**config.mk**
```make
export PLATFORM = sky130hd
export DESIGN_NAME = soc_mem_copy_master
export DESIGN_NICKNAME = d
export VERILOG_FILES = /design/src/rtl/soc_mem_pkg.sv /design/src/rtl/soc_mem_addr_gen.sv /design/src/rtl/soc_mem_copy_master.sv
export SDC_FILE = /design/constraint.sdc
export NUM_CORES = 1
export LEC_CHECK = 0
export CAP_MARGIN = 20
export CELL_PAD_IN_SITES_DETAIL_PLACEMENT = 1
export CELL_PAD_IN_SITES_GLOBAL_PLACEMENT = 1
export CORE_MARGIN = 2
export CORE_UTILIZATION = 40
export DETAILED_ROUTE_END_ITERATION = 6
export PLACE_DENSITY_LB_ADDON = 0.1
export SLEW_MARGIN = 20
export SYNTH_ARGS = -nofsm -noshare
export SYNTH_HDL_FRONTEND = slang
export SYNTH_HIERARCHICAL = 1
export SYNTH_SLANG_ARGS = --single-unit
```
**constraint.sdc**
```tcl
create_clock -name clk -period 4.3 [get_ports clk]
set_input_delay 0.645 -clock clk [delete_from_list [all_inputs] [get_ports clk]]
set_output_delay 0.645 -clock clk [all_outputs]
set_load 0.05 [all_outputs]
```
**src/rtl/soc_mem_pkg.sv**
```systemverilog
// Shared definitions for the memory copy/fill master: FSM states, command modes
// and the read latency of the attached single-port memory.
package soc_mem_pkg;

    typedef enum logic [2:0] {
        S_IDLE,
        S_RD,
        S_CAP,
        S_WR,
        S_FWR,
        S_FIN
    } state_t;

    localparam logic MODE_COPY = 1'b0;
    localparam logic MODE_FILL = 1'b1;

    localparam int RD_LATENCY = 1;

endpackage

```
**src/rtl/soc_mem_addr_gen.sv**
```systemverilog
// Address generator: latches the command bases, walks a word index up or down
// (descending when an overlapping COPY would clobber unread source words),
// flags the last word and checks the command range without wrap-around.
module soc_mem_addr_gen
    import soc_mem_pkg::*;
#(
    parameter int ADDR_W = 9,
    parameter int DEPTH  = 342
) (
    input  logic              clk,
    input  logic              reset_n,
    input  logic              load,
    input  logic              step,
    input  logic              mode,
    input  logic [ADDR_W-1:0] src_addr,
    input  logic [ADDR_W-1:0] dst_addr,
    input  logic [ADDR_W:0]   len,
    output logic              range_ok,
    output logic [ADDR_W-1:0] rd_addr,
    output logic [ADDR_W-1:0] wr_addr,
    output logic              last
);

    // Two guard bits so base+len can never wrap before the comparison.
    localparam int CW = ADDR_W + 2;
    localparam logic [CW-1:0] DEPTH_W = CW'(DEPTH);

    logic [CW-1:0]     src_w, dst_w, len_w, src_end, dst_end;
    logic              desc;
    logic [ADDR_W-1:0] src_q, dst_q, off_q;
    logic [ADDR_W:0]   cnt_q;
    logic              desc_q;

    assign src_w   = CW'(src_addr);
    assign dst_w   = CW'(dst_addr);
    assign len_w   = CW'(len);
    assign src_end = src_w + len_w;
    assign dst_end = dst_w + len_w;

    assign range_ok = ((mode == MODE_FILL) || (src_end <= DEPTH_W)) && (dst_end <= DEPTH_W);
    assign desc     = (mode == MODE_COPY) && (dst_w > src_w) && (dst_w < src_end);

    always_ff @(posedge clk or negedge reset_n) begin
        if (!reset_n) begin
            src_q  <= '0;
            dst_q  <= '0;
            off_q  <= '0;
            cnt_q  <= '0;
            desc_q <= 1'b0;
        end else if (load) begin
            src_q  <= src_addr;
            dst_q  <= dst_addr;
            desc_q <= desc;
            cnt_q  <= len;
            off_q  <= desc ? ADDR_W'(len - 1'b1) : '0;
        end else if (step) begin
            cnt_q <= cnt_q - 1'b1;
            off_q <= desc_q ? (off_q - 1'b1) : (off_q + 1'b1);
        end
    end

    assign rd_addr = src_q + off_q;
    assign wr_addr = dst_q + off_q;
    assign last    = (cnt_q == {{ADDR_W{1'b0}}, 1'b1});

endmodule

```
**src/rtl/soc_mem_copy_master.sv**
```systemverilog
// Avalon-MM master that copies (memmove-safe) or fills word ranges of a
// single-port on-chip memory and keeps a running checksum of written words.
module soc_mem_copy_master
    import soc_mem_pkg::*;
#(
    parameter int ADDR_W = 9,
    parameter int DATA_W = 32,
    parameter int DEPTH  = 342
) (
    input  logic                clk,
    input  logic                reset_n,
    input  logic                start,
    input  logic                mode,
    input  logic [ADDR_W-1:0]   src_addr,
    input  logic [ADDR_W-1:0]   dst_addr,
    input  logic [ADDR_W:0]     len,
    input  logic [DATA_W-1:0]   fill_data,
    input  logic                abort,
    output logic                busy,
    output logic                done,
    output logic                error,
    output logic                aborted,
    output logic [ADDR_W:0]     words_done,
    output logic [DATA_W-1:0]   checksum,
    output logic [ADDR_W-1:0]   m_address,
    output logic                m_chipselect,
    output logic                m_write,
    output logic [DATA_W/8-1:0] m_byteenable,
    output logic [DATA_W-1:0]   m_writedata,
    output logic                m_clken,
    input  logic [DATA_W-1:0]   m_readdata
);

    state_t                state_q, state_d;
    logic [DATA_W-1:0]     hold_q, hold_d;
    logic [DATA_W-1:0]     fill_q, fill_d;
    logic [DATA_W-1:0]     sum_q, sum_d;
    logic [ADDR_W:0]       words_q, words_d;
    logic                  error_q, error_d;
    logic                  aborted_q, aborted_d;
    logic                  zlen_q, zlen_d;
    logic [RD_LATENCY-1:0] rd_pipe_q;
    logic                  rd_now;
    logic                  ag_load, ag_step;
    logic                  range_ok, last;
    logic [ADDR_W-1:0]     rd_addr, wr_addr;

    soc_mem_addr_gen #(
        .ADDR_W (ADDR_W),
        .DEPTH  (DEPTH)
    ) u_addr_gen (
        .clk      (clk),
        .reset_n  (reset_n),
        .load     (ag_load),
        .step     (ag_step),
        .mode     (mode),
        .src_addr (src_addr),
        .dst_addr (dst_addr),
        .len      (len),
        .range_ok (range_ok),
        .rd_addr  (rd_addr),
        .wr_addr  (wr_addr),
        .last     (last)
    );

    always_ff @(posedge clk or negedge reset_n) begin
        if (!reset_n) begin
            state_q   <= S_IDLE;
            hold_q    <= '0;
            fill_q    <= '0;
            sum_q     <= '0;
            words_q   <= '0;
            error_q   <= 1'b0;
            aborted_q <= 1'b0;
            zlen_q    <= 1'b0;
            rd_pipe_q <= '0;
        end else begin
            state_q   <= state_d;
            hold_q    <= hold_d;
            fill_q    <= fill_d;
            sum_q     <= sum_d;
            words_q   <= words_d;
            error_q   <= error_d;
            aborted_q <= aborted_d;
            zlen_q    <= zlen_d;
            rd_pipe_q <= RD_LATENCY'({rd_pipe_q, rd_now});
        end
    end

    always_comb begin
        state_d      = state_q;
        hold_d       = hold_q;
        fill_d       = fill_q;
        sum_d        = sum_q;
        words_d      = words_q;
        error_d      = 1'b0;
        aborted_d    = 1'b0;
        zlen_d       = 1'b0;
        ag_load      = 1'b0;
        ag_step      = 1'b0;
        rd_now       = 1'b0;
        busy         = 1'b0;
        done         = 1'b0;
        m_chipselect = 1'b0;
        m_write      = 1'b0;
        m_address    = '0;
        m_writedata  = '0;

        case (state_q)
            S_IDLE: begin
                // A zero-length command resolves one cycle after start, with no bus traffic.
                if (zlen_q) begin
                    state_d = S_FIN;
                end else if (start) begin
                    if (!range_ok) begin
                        error_d = 1'b1;
                    end else if (len == '0) begin
                        zlen_d = 1'b1;
                    end else begin
                        ag_load = 1'b1;
                        fill_d  = fill_data;
                        sum_d   = '0;
                        words_d = '0;
                        state_d = (mode == MODE_FILL) ? S_FWR : S_RD;
                    end
                end
            end
            S_RD: begin
                busy         = 1'b1;
                m_chipselect = 1'b1;
                m_address    = rd_addr;
                rd_now       = 1'b1;
                state_d      = S_CAP;
            end
            S_CAP: begin
                busy = 1'b1;
                if (rd_pipe_q[RD_LATENCY-1]) begin
                    hold_d = m_readdata;
                end
                state_d = S_WR;
            end
            S_WR: begin
                busy         = 1'b1;
                m_chipselect = 1'b1;
                m_write      = 1'b1;
                m_address    = wr_addr;
                m_writedata  = hold_q;
                sum_d        = sum_q + hold_q;
                words_d      = words_q + 1'b1;
                if (last) begin
                    state_d = S_FIN;
                end else begin
                    ag_step = 1'b1;
                    state_d = S_RD;
                end
            end
            S_FWR: begin
                busy         = 1'b1;
                m_chipselect = 1'b1;
                m_write      = 1'b1;
                m_address    = wr_addr;
                m_writedata  = fill_q;
                sum_d        = sum_q + fill_q;
                words_d      = words_q + 1'b1;
                if (last) begin
                    state_d = S_FIN;
                end else begin
                    ag_step = 1'b1;
                end
            end
            S_FIN: begin
                done    = !abort;
                state_d = S_IDLE;
            end
            default: state_d = S_IDLE;
        endcase

        // The write driven this cycle still lands and is counted; only the sequence stops.
        if (abort && (state_q != S_IDLE)) begin
            state_d   = S_IDLE;
            aborted_d = 1'b1;
            ag_step   = 1'b0;
        end
    end

    genvar gi;
    generate
        for (gi = 0; gi < DATA_W / 8; gi++) begin : g_be
            assign m_byteenable[gi] = m_chipselect;
        end
    endgenerate

    assign error      = error_q;
    assign aborted    = aborted_q;
    assign words_done = words_q;
    assign checksum   = sum_q;
    assign m_clken    = 1'b1;

endmodule

```
==> results.json, run 1 <==
{
  "status": "finished, final reports clean",
  "cts_tree": "built",
  "die_area_um2": 29110,
  "ff_latch_area_um2": 3779,
  "die_y_um": 170.6,
  "via_per_inst": 5.513,
  "async_flop_share_pct": 100.0,
  "yosysTopAreaCell": "dfrtp_1",
  "slew-limit-headroom_pct": 34.47,
  "reg2reg_depth": 13,
  "topRoutingLayerUsed": "met4",
  "synth.cellmix.simpleShare_pct": 17.53,
  "grt_max_degree": 96,
  "synth_area_um2": 11110,
  "finalMaxSlewViolations": 0,
  "io_pins": 191,
  "core_region_area_um2": 27100,
  "drv_cap": 0,
  "hold_violations": 0,
  "num_antenna_cells": 1,
  "setup_viol": 0,
  "ant_nets": 0,
  "max_clock_freq_mhz": 242.2,
  "crit_family": "simple AND/OR/NAND/NOR gates",
  "first_iter_violations": 583,
  "share_comb_of_total_power_pct": 62.5,
  "taps": 372,
  "top_cell_area_share_pct": 34.02,
  "area_growth_syn_to_layout_pct": 32.94,
  "power_sequential_mw": 2.63,
  "sh_comb_area_pct": 47.72,
  "vias": 10270,
  "clk_share_pct": 4.212,
  "first_pass_iters": 5,
  "top_cell": "nand2_1",
  "holdBufCountCts": 0,
  "fp_nets": 1440,
  "largest_cell_class": "logic gates",
  "fin_crit_ns": 4.129,
  "ys_seq_share_pct": 34.02,
  "antenna_found_initial": 1,
  "netlist_logic_family_top": "AND-OR/OR-AND gates",
  "mi_logic_area_um2": 7046,
  "grt_pass1_wl_um": 59030,
  "period_used_pct": 96.02
}
-- run 1: sequential cells by signal, indices dropped and copies added, names as in the netlist --
signal	cells
aborted	1
checksum	32
error	1
fill_q	32
hold_q	32
rd_pipe_q	1
state_q	3
u_addr_gen/cnt_q	10
u_addr_gen/desc_q	1
u_addr_gen/dst_q	9
u_addr_gen/off_q	9
u_addr_gen/src_q	9
words_done	10
zlen_q	1
-- run 1: kinds of logic (layout without fill, tap and decap cells) --
logic type / count (synthesis) / after routing
muxes: 82 / 82
DFF: 151 / 151
adders and majority gates: 105 / 105
buffers and inverters: 106 / 358
other: 1 / 2
AOI/OAI and AO/OA: 300 / 300
xor gates and xnor gates: 72 / 72
and+or+nand+nor: 421 / 421
-- run 1: placed cells by master (no fill, tap or decap), types with 4 or more instances in the layout --
cell	netlist	routed
fa_1	6	5
nor2_1	51	49
a211o_1	12	12
a31oi_1	4	4
o22ai_1	6	6
clkinv_8	0	5
ha_1	99	96
o21ai_0	72	69
buf_4	6	82
mux2_2	79	79
inv_6	0	5
a21oi_1	79	76
dfrtp_1	151	151
or3_1	10	10
buf_12	0	12
xor2_1	26	26
xnor2_1	46	46
nand4_1	10	10
o21bai_1	9	9
o21ai_2	0	4
nand4b_1	6	6
a21oi_2	4	6
a21o_1	25	25
clkdlybuf4s50_1	0	174
a22o_1	22	22
o21a_1	11	11
nor4_1	6	6
nor4b_1	4	4
clkbuf_16	0	17
nand3_1	27	26
nand2b_1	7	6
nor2_4	2	4
or2_2	6	6
nor2b_1	9	9
o211ai_1	7	7
inv_1	53	52
nand2_1	234	234
nor3_1	25	23
-- run 1: repair_timing --
| item | CTS | global route |
|---|---|---|
| resized | 4 | 13 |
| buffers inserted | 3 | 0 |
| pin swaps | 4 | 4 |
| endpoints found under the setup margin | 10 | 69 |
-- run 1: worst max path at each step --
stage          slack [ns]                   to  depth (start not counted)         from
2_1_floorplan       -0.05  u_addr_gen/off_q[8]                         21  dst_addr[0]
3_3_place_gp        -0.39  u_addr_gen/off_q[8]                         21  dst_addr[0]
3_5_place_dp        -0.47  u_addr_gen/off_q[6]                         20  dst_addr[0]
4_1_cts              0.07  u_addr_gen/off_q[5]                         21       len[1]
5_1_grt             -0.02  u_addr_gen/off_q[5]                         20  src_addr[0]
6_report             0.17  u_addr_gen/off_q[5]                         20       len[1]
-- run 1: worst reg2reg max path: stages (launching register included) --
cell	delay (ns)
dfrtp_1	0.46
nor2_1	0.30
and2_2	0.44
buf_4	0.26
nand2_1	0.09
nand2_1	0.13
ha_1	0.37
a21oi_1	0.29
o21ai_1	0.18
nand2b_1	0.18
a21oi_1	0.22
a211oi_2	0.12
a311o_1	0.38
a211o_1	0.29
-- run 1: metrics by stage --
step / cell area (um2) / setup WS, ns / std cells / hold slack, ns / utilization, %
2_1_floorplan: 11190 / -0.04973 / 1238 / 0.3494 / -
3_3_place_gp: 14030 / -0.3935 / 1827 / 0.4896 / 51.79
3_5_place_dp: 14030 / -0.4660 / 1827 / 0.4963 / 51.79
4_1_cts: 14680 / 0.07030 / 1862 / 0.3461 / 54.17
5_1_grt: 14760 / -0.02247 / 1863 / 0.3558 / 54.48
6_report: 14760 / 0.1713 / 1863 / 0.2699 / 54.48
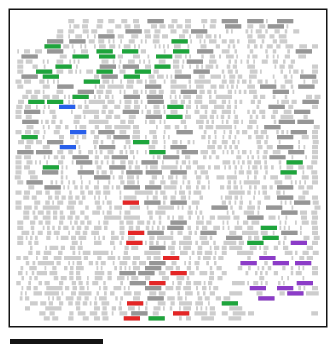
Run 1: register map, names as in the netlist
Bar = 50 um. Other sequential cells in the stronger gray, the rest of the logic in the fainter gray.
Key: blue = state_q [placed flops 3]; purple = words_done [placed flops 10, where south-east]; red = u_addr_gen/dst_q [placed flops 9, where south]; green = fill_q [placed flops 32]
Another 97 sequential cells are not colored.

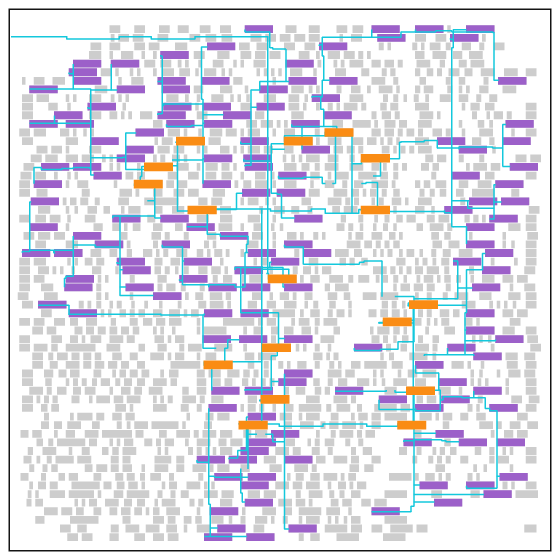
Run 1: routed clock nets over the placement
Key: cyan = clock wires [length 2370 um]; orange = clock drivers [count 17]; purple = flip-flops [count 151]
There are 18 routed clock nets. Position of the flops: spread over the die.
clk pwr: 1.60 mW
Final Skew: 0.01790 ns
part of the power in the clock network: 14.1%

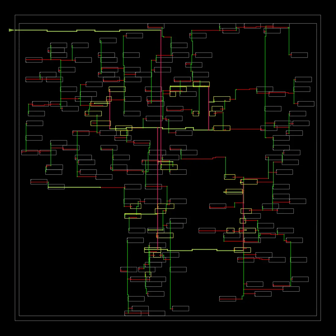
Run 1: the clock network
total CTS buffers: 17
Num Clock Sinks: 151
clock buf count: 17
flop count: 151

Run 1, placed cells, one color a class:
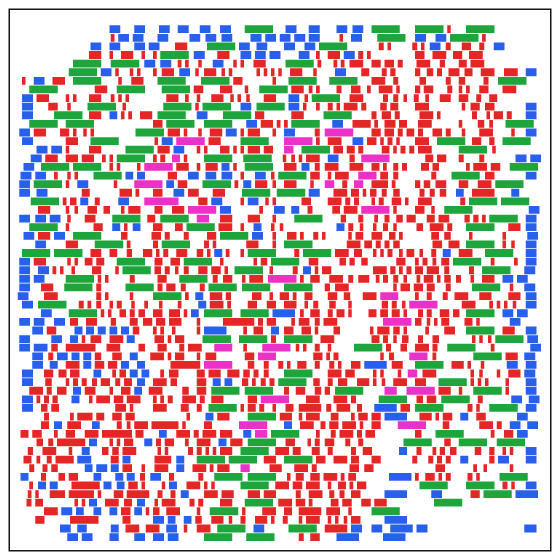

==> inputs of run 2 (changes only) <==
CORE_ASPECT_RATIO = 0.7   (was unset)
SKIP_CTS_REPAIR_TIMING = 1   (was unset)
TNS_END_PERCENT = 5   (was unset)
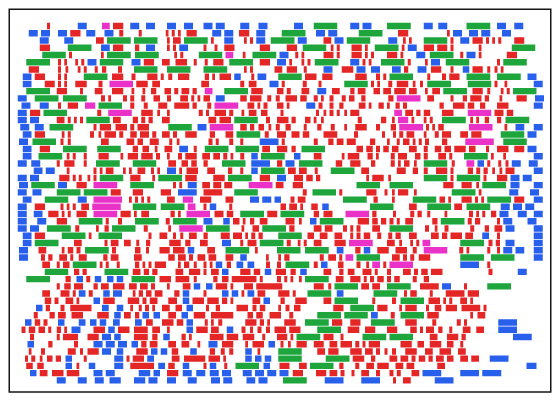
Run 2: placed cells, one color a class
Key: green = sequential cells [cells 151, share of their area 26%]; blue = remaining buffers and delay cells [cells 275, share of their area 19%]; red = combinational and other logic [cells 1034, share of their area 50%]; magenta = clock drivers and dummy loads [cells 32, share of their area 4.4%]

==> run 2 against run 1 <==
Against the previous run:
- maximum frequency is 1.0% lower
- combinational power about the same
- register-to-register slack got worse by 0.23 ns
- sequential share of layout area is essentially flat
- die area barely moved
- power increased by 0.71%
- critical path type unchanged
- highest routed layer unchanged
==> results.json, run 2 <==
{
  "ys_seq_share_pct": 34.02,
  "via_per_inst": 5.602,
  "ir_worst_vdd_v": 0.0003471,
  "critPathMaxFanout": 15,
  "grt_max_degree": 99,
  "drv_cap": 0,
  "core_region_area_um2": 27030,
  "area_growth_syn_to_layout_pct": 32.88,
  "fp_nets": 1440,
  "crit_family": "AND-OR/OR-AND gates",
  "first_iter_violations": 688,
  "hold_violations": 0,
  "skew_ns": 0.01054,
  "max_clock_freq_mhz": 239.8,
  "finalMaxSlewViolations": 0,
  "synth_area_um2": 11110,
  "ys.flop_type": "dfrtp_1",
  "wl_um": 39630,
  "status": "finished, final reports clean",
  "top_cell": "nand2_1",
  "first_pass_iters": 5,
  "setup.worst_path.start": "len[1]",
  "ant_nets": 0,
  "cts_made_buffers": 17,
  "slew-limit-headroom_pct": 33.92,
  "setup_viol": 0,
  "async_flop_share_pct": 100.0,
  "period_used_pct": 96.99,
  "top_cell_area_share_pct": 34.02,
  "io_pins": 191,
  "die_y_um": 143.4,
  "die_area_um2": 29130,
  "hold-worst-slack_ns": 0.1590,
  "fin_crit_ns": 4.171,
  "vias": 10400,
  "antenna_found_initial": 1,
  "cts_tree": "built"
}
[run 2: cell counts after synthesis]
No cell type changed its count.
[run 2: worst register-to-register path, cell delays in order (launching register included)]
cell     delay [ns]
dfrtp_1        0.44
nor2_1         0.49
nand2_1        0.19
buf_4          0.23
nand2_1        0.09
nand2_1        0.11
ha_1           0.24
fa_1           0.42
nand3_1        0.13
a211o_1        0.15
nand3_1        0.14
a311o_1        0.48
a22o_1         0.24
or3_1          0.31
a32o_1         0.26
[run 2: cells by family after synthesis]
group / Yosys count / synth area share (%)
other: 1 / 0.03377
DFF: 151 / 34.02
muxes: 82 / 8.292
and+or+nand+nor: 421 / 17.53
xor gates and xnor gates: 72 / 5.678
AOI/OAI and AO/OA: 300 / 18.18
buffers and inverters: 106 / 4.022
adders and majority gates: 105 / 12.24
[run 2: layout make-up]
cell class / count / area (um2) / area share, %
multi-input cells: 981 / 6997 / 47.41
flip-flops and latches: 151 / 3779 / 25.61
repair buffers: 275 / 2696 / 18.27
well taps: 364 / 455.4 / 3.086
clock buffers: 17 / 425.4 / 2.883
clock inverters: 15 / 202.7 / 1.374
inverters: 53 / 198.9 / 1.348
diodes: 1 / 2.502 / 0.01696
[run 2: worst paths after layout]
check,endpoint,depth (start not counted),slack [ns]
worst min register to register,fill_q[24],1,0.51
worst max-delay path,checksum[5],18,0.13
max in group asynchronous,hold_q[11],2,3.18
min in group clk,fill_q[24],1,0.51
worst min-delay path,words_done[4],1,0.16
worst max register to register,checksum[24],14,0.26
[run 2: routing by layer]
layer	wire length (um)	up-vias
li1	-	4895
met1	20510	5220
met2	16660	264
met5	0	-
met3	2117	23
met4	348	0
[run 2: metrics by stage]
step	power, mW	instance area [um2]	std cells	worst slack [ns]	setup TNS (ns)
floorplan	7.193	11190	1238	-0.05065	-0.2215
global placement	9.397	14060	1821	-0.4371	-38.73
detailed placement	9.633	14060	1821	-0.5939	-49.03
CTS	11.37	14690	1853	-0.1477	-2.294
global route	12.12	14760	1857	-0.02588	-0.07787
finish	11.37	14760	1857	0.1294	0
[run 2: power by group]
| group | internal (mW) | total, mW | switching, mW |
|---|---|---|---|
| registers | 2.04 | 2.64 | 0.604 |
| clock network | 0.942 | 1.66 | 0.714 |
| logic | 2.86 | 7.08 | 4.22 |
| total | 5.84 | 11.4 | 5.53 |
No activity file was given, so power comes from the tool's default toggle rates.
